## config.mk

```make
export PLATFORM = sky130hd
export DESIGN_NAME = instruction_fetch
export DESIGN_NICKNAME = d
export VERILOG_FILES = /design/src/rtl/instruction_fetch.sv
export SDC_FILE = /design/constraint.sdc
export NUM_CORES = 1
export LEC_CHECK = 0
export CAP_MARGIN = 20
export CORE_MARGIN = 2
export CORE_UTILIZATION = 54
export DETAILED_ROUTE_END_ITERATION = 10
export GPL_ROUTABILITY_DRIVEN = 0
export PLACE_DENSITY_LB_ADDON = 0.3
export SETUP_SLACK_MARGIN = 0.3
export SLEW_MARGIN = 20
export SYNTH_ARGS = -nofsm -noshare
export SYNTH_HDL_FRONTEND = slang
export SYNTH_SLANG_ARGS = --single-unit
```

## constraint.sdc

```tcl
create_clock -name clk -period 4.2 [get_ports clk]
set_clock_uncertainty 0.1 [all_clocks]
set_input_delay 0.84 -clock clk [delete_from_list [all_inputs] [get_ports clk]]
set_output_delay 0.84 -clock clk [all_outputs]
set_load 0.005 [all_outputs]
```

## src/rtl/instruction_fetch.sv

```systemverilog
// BeeF fetch front end: owns the PC, reads the synchronous instruction memory and
// buffers {word, addr} in a 2-deep FIFO. Define BEEF_FETCH_PERF_EN to add fetch_count.
module instruction_fetch #(
    parameter int         PCWidth  = 16,
    parameter logic [8:0] HaltWord = 9'h1FF,
    parameter logic [8:0] NopWord  = 9'h000
) (
    input  logic               clk,
    input  logic               rst_n,
    output logic               imem_req,
    output logic [PCWidth-1:0] imem_addr,
    input  logic [8:0]         imem_data,
    input  logic               stall,
    input  logic               redirect_valid,
    input  logic [PCWidth-1:0] redirect_pc,
    input  logic               redirect_dir,
    output logic [8:0]         Instruction,
    output logic               instr_valid,
    output logic [PCWidth-1:0] instr_pc,
    output logic               halted
`ifdef BEEF_FETCH_PERF_EN
    ,
    output logic [31:0]        fetch_count
`endif
);

    logic [PCWidth-1:0] pc_q, pc_d;
    logic               dir_q, dir_d;
    logic [1:0]         count_q, count_d;
    logic               inflight_q, inflight_d;
    logic               drop_q, drop_d;
    logic               halt_seen_q, halt_seen_d;
    logic [PCWidth-1:0] req_addr_q, req_addr_d;
    logic [8:0]         fifo_word_q [2];
    logic [8:0]         fifo_word_d [2];
    logic [PCWidth-1:0] fifo_addr_q [2];
    logic [PCWidth-1:0] fifo_addr_d [2];

    logic               pop;
    logic               push;
    logic               redirect_take;
    logic [2:0]         occupancy;
    logic               wr_sel;

    assign instr_valid = (count_q != 2'd0);
    assign Instruction = instr_valid ? fifo_word_q[0] : NopWord;
    assign instr_pc    = instr_valid ? fifo_addr_q[0] : '0;
    assign halted      = halt_seen_q;
    assign imem_addr   = pc_q;

    assign pop           = instr_valid & ~stall;
    assign redirect_take = redirect_valid & ~halt_seen_q;
    assign push          = inflight_q & ~drop_q;

    // Slots that are full or already promised to an outstanding read after this edge.
    assign occupancy = {1'b0, count_q} + {2'b00, inflight_q} - {2'b00, pop};
    assign imem_req  = ~halt_seen_q & ~redirect_valid & (occupancy < 3'd2);

    // A response only ever lands while count <= 1, so the slot is 0 unless one word stays.
    assign wr_sel = ~pop & (count_q == 2'd1);

    always_comb begin
        pc_d           = pc_q;
        dir_d          = dir_q;
        count_d        = count_q;
        inflight_d     = imem_req;
        drop_d         = drop_q;
        halt_seen_d    = halt_seen_q;
        req_addr_d     = req_addr_q;
        fifo_word_d[0] = fifo_word_q[0];
        fifo_word_d[1] = fifo_word_q[1];
        fifo_addr_d[0] = fifo_addr_q[0];
        fifo_addr_d[1] = fifo_addr_q[1];

        if (redirect_take) begin
            count_d = 2'd0;
            pc_d    = redirect_pc;
            dir_d   = redirect_dir;
            drop_d  = imem_req;
        end else begin
            if (inflight_q && drop_q) begin
                drop_d = 1'b0;
            end

            if (pop) begin
                fifo_word_d[0] = fifo_word_q[1];
                fifo_addr_d[0] = fifo_addr_q[1];
            end

            if (push) begin
                fifo_word_d[wr_sel] = imem_data;
                fifo_addr_d[wr_sel] = req_addr_q;
                if (imem_data == HaltWord) begin
                    halt_seen_d = 1'b1;
                end
            end

            count_d = count_q + {1'b0, push} - {1'b0, pop};

            if (imem_req) begin
                req_addr_d = pc_q;
                pc_d       = dir_q ? (pc_q - 1'b1) : (pc_q + 1'b1);
            end
        end
    end

    always_ff @(posedge clk or negedge rst_n) begin
        if (!rst_n) begin
            pc_q           <= '0;
            dir_q          <= 1'b0;
            count_q        <= 2'd0;
            inflight_q     <= 1'b0;
            drop_q         <= 1'b0;
            halt_seen_q    <= 1'b0;
            req_addr_q     <= '0;
            fifo_word_q[0] <= '0;
            fifo_word_q[1] <= '0;
            fifo_addr_q[0] <= '0;
            fifo_addr_q[1] <= '0;
        end else begin
            pc_q           <= pc_d;
            dir_q          <= dir_d;
            count_q        <= count_d;
            inflight_q     <= inflight_d;
            drop_q         <= drop_d;
            halt_seen_q    <= halt_seen_d;
            req_addr_q     <= req_addr_d;
            fifo_word_q[0] <= fifo_word_d[0];
            fifo_word_q[1] <= fifo_word_d[1];
            fifo_addr_q[0] <= fifo_addr_d[0];
            fifo_addr_q[1] <= fifo_addr_d[1];
        end
    end

`ifdef BEEF_FETCH_PERF_EN
    logic [31:0] fetch_count_q, fetch_count_d;

    // A pop on a redirect edge is overridden by the flush, so it is not counted.
    always_comb begin
        fetch_count_d = fetch_count_q;
        if (pop && !redirect_take && (fetch_count_q != 32'hFFFF_FFFF)) begin
            fetch_count_d = fetch_count_q + 32'd1;
        end
    end

    always_ff @(posedge clk or negedge rst_n) begin
        if (!rst_n) begin
            fetch_count_q <= 32'd0;
        end else begin
            fetch_count_q <= fetch_count_d;
        end
    end

    assign fetch_count = fetch_count_q;
`else
    // No pop counter in this build.
`endif

endmodule

```

**Run 1: the metal 3 layer**

The bar under the picture is 20 um long.
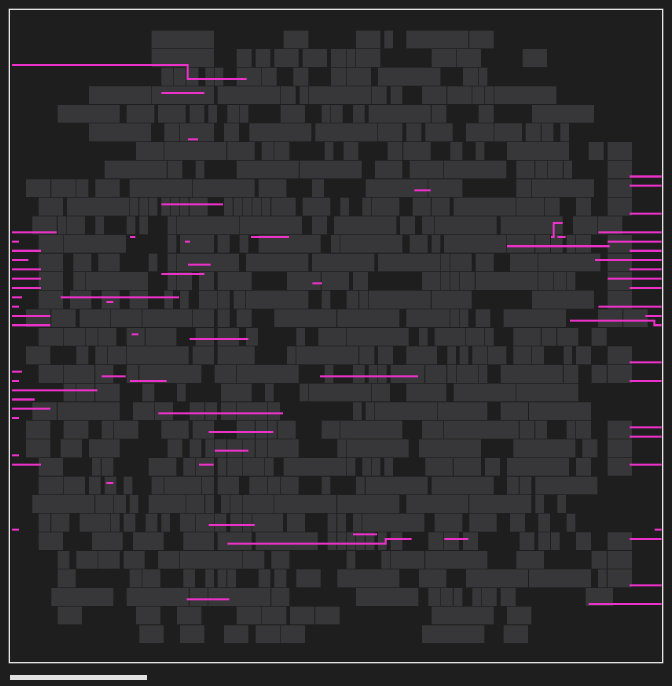
share of all routed wire = 4.1%
main direction = horizontal
longest straight run = 25.5 um
met3 Use GR: 3.48%
final wirelength: 9990 um
routed vias: 3658

**Run 1: track usage over the die**

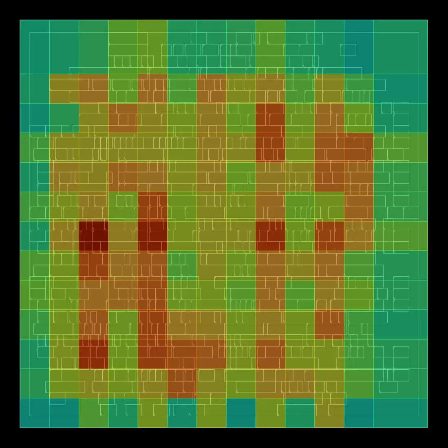
M1 GR Usage: 33.6%
total global-route track usage: 23.4%
GR met2 Demand/Resource: 37.4%
GR peak layer: met2

**Run 1: metal 2**

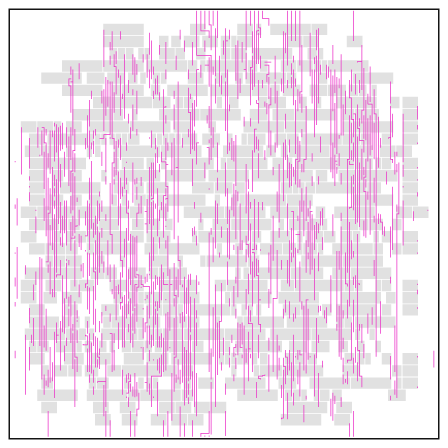
nets with wire on the layer = 485
wire length on this layer = 4800 um
main direction = vertical

**Run 1: wiring by layer**

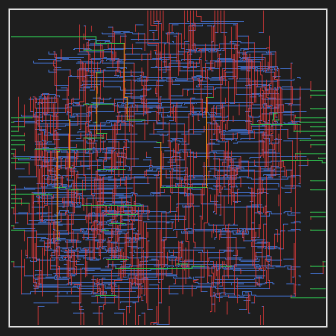
red -> met2  # wire length 4800 um
orange -> met4  # wire length 124 um
blue -> met1  # wire length 4650 um
green -> met3  # wire length 410 um
WL/cell: 15.8 um

==> results_dict.tcl, run 1 <==
# collected from the flow reports
set metrics [dict create \
    status "finished clean" \
    syn_inst 453 \
    ys_area_um2 4510 \
    synth-edff-count 0 \
    drive_gt1_share_pct 9.89 \
    die_x_um 95.4 \
    ioPinCount 74 \
    r2r_start "count_q[1]" \
    cts_made_buffers 9 \
    clkLatencyLatePin_ns 0.35 \
    postSynthNetCount 501 \
    dr_wl_met2_um 4800 \
    p_int_w 0.00179 \
    arrival_ns 2.70 \
    synth.distinct_cells 53 \
    setup_viol 0 \
    clk_pin_slew_worst_paths_ns 0.08 \
    grt_pass1_wl_um 16500 \
    cts_setup_buffers 0 \
    total_power_w 0.00258 \
    cts_htree_levels 3 \
    wl_met3_um 410 \
    yosys_register_bits 88 \
    maxSlewHeadroom_pct 33.2 \
    synthesis.area_um2 4510 \
    chip_area_um2 9110 \
    clkPwrFrac_pct 22.5 \
    top_area_share_pct 48.8 \
    top_area_cell "dfrtp_1" \
    crit_start "stall" \
    critPathMaxStageDelay_ns 0.49 \
    pg_clk_w 0.000580 \
    synthArstFlopShare_pct 100 \
    power_combinational_w 0.000922 \
    cp_top_family "buffers and inverters" \
    layoutNonFillerInstCount 631 \
    finalCritPeriodShare_pct 86.8 \
    yosys_warnings 0 \
    placedCellCount 615 \
    top_layer "met4" \
]
[run 1: through the flow]
step / area [um^2] / hold WS, ns
after floorplan: 4510 / 0.359
after global placement: 5320 / 0.368
after detailed placement: 5320 / 0.382
after CTS: 5510 / 0.396
after global routing: 5520 / 0.423
final: 5520 / 0.394
[run 1: layout make-up]
cell class / count / area (um^2)
clock buffers: 10 / 128
clock inverters: 6 / 67.6
fillers: 659 / 2660
inverters: 8 / 30.0
multi-input cells: 335 / 2180
flip-flops and latches: 88 / 2200
well taps: 105 / 131
repair buffers: 79 / 776
[run 1: how the worst min path moves through the flow]
stage,endpoint,slack [ns],cells past startpoint
floorplan,register,0.36,1
global placement,register,0.37,1
detailed placement,register,0.38,1
CTS,register,0.40,1
global route,register,0.42,1
finish,register,0.39,1
**Run 1: clock network drawn from the DEF**

The bar under the picture is 20 um long.
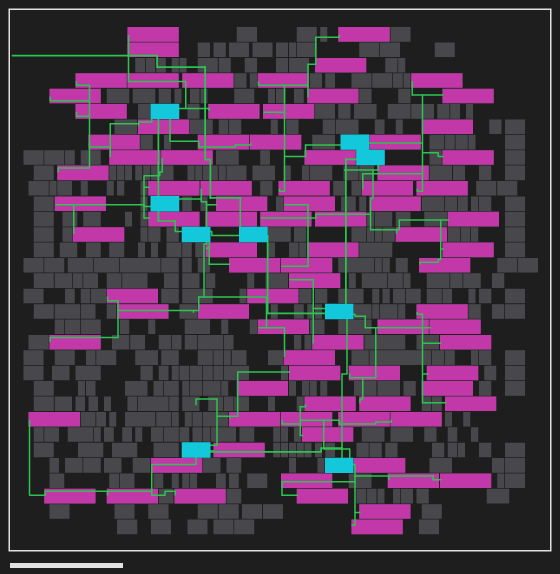

--- run 2 (diff from run 1) ---
--- a/config.mk
+++ b/config.mk
@@ -6,8 +6,7 @@
 export NUM_CORES = 1
 export LEC_CHECK = 0
 export CAP_MARGIN = 20
-export CORE_MARGIN = 2
-export CORE_UTILIZATION = 54
+export CORE_UTILIZATION = 48
 export DETAILED_ROUTE_END_ITERATION = 10
 export GPL_ROUTABILITY_DRIVEN = 0
 export PLACE_DENSITY_LB_ADDON = 0.3
==> constraint.sdc (replaced) <==
create_clock -name clk -period 3 [get_ports clk]
set_clock_uncertainty 0.1 [all_clocks]
set_input_delay 0.6 -clock clk [delete_from_list [all_inputs] [get_ports clk]]
set_output_delay 0.6 -clock clk [all_outputs]
set_load 0.005 [all_outputs]
**Run 2: clock network drawn from the DEF**

The bar under the picture is 20 um long.
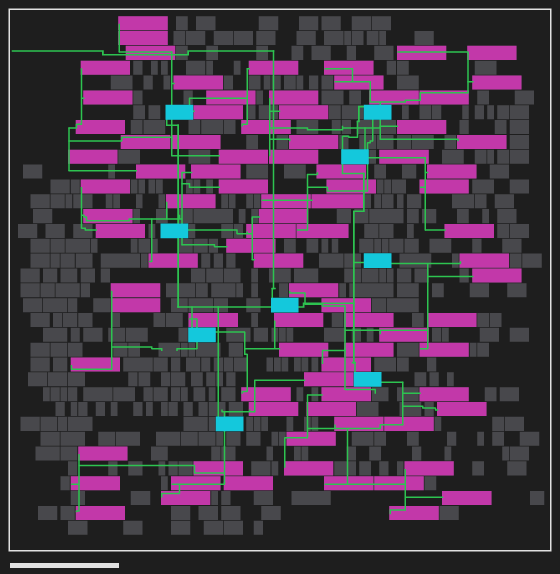
cyan -> cells driving clock nets  # count 9
magenta -> flip-flops  # count 88
green -> clock wires  # length 1060 um
flops lie = spread over the die
routed clock nets = 10
clk latency late pin: 0.36 ns
clock network fraction of design power: 20.9%
clock group total power: 0.000764 W

==> run 2 against run 1 <==
Critical path depth did not move. Worst setup slack got worse by 0.20 ns. Routed wire length rose by 3.8%. Critical endpoint unchanged. First-iteration DRC count fell by 15%. Die size rose by 7.6%.
==> results_dict.tcl, run 2 <==
# collected from the flow reports
set metrics [dict create \
    comb_cells 335 \
    via_count 3676 \
    sh_seq_area_pct 39.0 \
    postSynthNetCount 501 \
    top_area_cell "dfrtp_1" \
    placedCellCount 632 \
    comb_area_um2 2190 \
    flop-count 88 \
    yosys_register_bits 88 \
    inverters 8 \
    top_layer "met4" \
    status "finished clean" \
    post-route-cell-area_um2 5650 \
    wl_met3_um 412 \
    syn_inst 453 \
    synth.distinct_cells 53 \
    synthArstFlopShare_pct 100 \
    grt_pass1_wl_um 17400 \
    yosys_warnings 0 \
    grt_use_met1_pct 30.1 \
]
-- run 2: cell types whose count changed in the layout (fill, tap and decap cells not counted), sizes merged --
cell           previous run  this run
dlygate4sd2               1         0
clkinv                    2         3
inv                       9        11
clkdlybuf4s15             0         1
buf                       7        21
bufinv                    1         0
clkinvlp                  2         1
clkbuf                   10         9
clkdlybuf4s50            71        70
-- run 2: worst max path at each step --
stage / from / end / slack [ns]
detailed placement: stall / imem_req / -0.38
global route: count_q[1] / imem_req / 0.28
CTS: count_q[1] / imem_req / 0.30
floorplan: count_q[1] / imem_req / 0.31
global placement: stall / imem_req / -0.30
finish: count_q[1] / imem_req / 0.35
-- run 2: power breakdown --
group	switching, W	internal, W
Combinational	0.000594	0.000796
Clock	0.000453	0.000311
Sequential	0.000115	0.00138
--- run 3 (diff from run 2) ---
--- a/config.mk
+++ b/config.mk
@@ -11,7 +11,7 @@
 export GPL_ROUTABILITY_DRIVEN = 0
 export PLACE_DENSITY_LB_ADDON = 0.3
 export SETUP_SLACK_MARGIN = 0.3
-export SLEW_MARGIN = 20
+export SLEW_MARGIN = 10
 export SYNTH_ARGS = -nofsm -noshare
 export SYNTH_HDL_FRONTEND = slang
 export SYNTH_SLANG_ARGS = --single-unit
**Run 3: the metal 3 layer**

The bar under the picture is 20 um long.
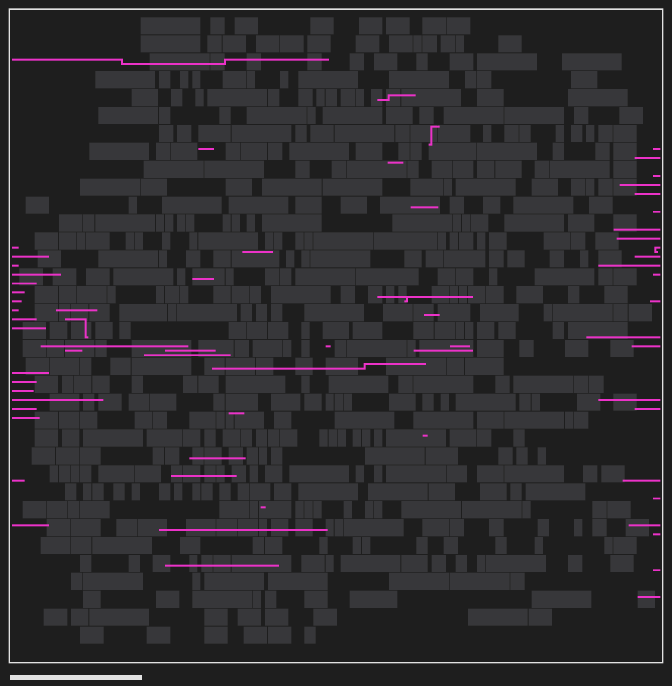
main direction = horizontal
share of all routed wire = 4.0%
wire length on this layer = 413 um
nets with wire on the layer = 57
final wirelength: 10400 um
routed vias: 3676
met3 Use GR: 3.40%

==> run 3 against run 2 <==
Combinational power about the same. Maximum frequency stayed put. Routed wire length is the same. Worst setup slack stayed put. Clock power about the same. Sequential share of layout area is the same. Utilization did not move. Register-to-register slack is essentially flat. Die size unchanged. Non-clock buffer count did not move.
==> results_dict.tcl, run 3 <==
# collected from the flow reports
set metrics [dict create \
    top_area_cell "dfrtp_1" \
    critPathMaxStageDelay_ns 0.44 \
    die_x_um 99.0 \
    comb_area_um2 2190 \
    cts_made_buffers 9 \
    flop-count 88 \
    well_tap_count 111 \
    fillerInstances 784 \
    postSynthNetCount 501 \
    chip_area_um2 9800 \
    area_share_nonclk_buffers_pct 16.0 \
    clkLatencyLatePin_ns 0.36 \
    sh_comb_area_pct 38.8 \
    clkCellAreaFrac_pct 3.17 \
    whs_ns 0.0607 \
    yosys_register_bits 88 \
    nonClockBufferCount 92 \
    clkPwrFrac_pct 20.9 \
    cts_htree_levels 3 \
    crit_start "count_q[1]" \
    synth.distinct_cells 53 \
    cts_setup_buffers 2 \
    status "finished clean" \
    pg_clk_w 0.000764 \
]
[run 3: cell counts after synthesis]
No cell type changed its count.
[run 3: metal layers]
metal	vias to the layer above	GRT usage [%]	share of wire (%)
met2	85	36.1	47
met1	1802	30.1	47
met3	15	3.40	4.0
met5	-	0	0
li1	1774	-	-
met4	0	9.99	1.6
[run 3: metrics by stage]
step	setup TNS (ns)	instances	instance area, um^2	utilization [%]	worst slack [ns]
2_1_floorplan	0	453	4530	-	0.312
3_3_place_gp	-0.939	632	5450	59.3	-0.304
3_5_place_dp	-2.78	632	5450	59.3	-0.383
4_1_cts	0	650	5650	61.4	0.304
5_1_grt	0	650	5650	61.4	0.282
6_report	0	650	5650	61.4	0.353
Power is estimated from default activity; no workload was simulated.
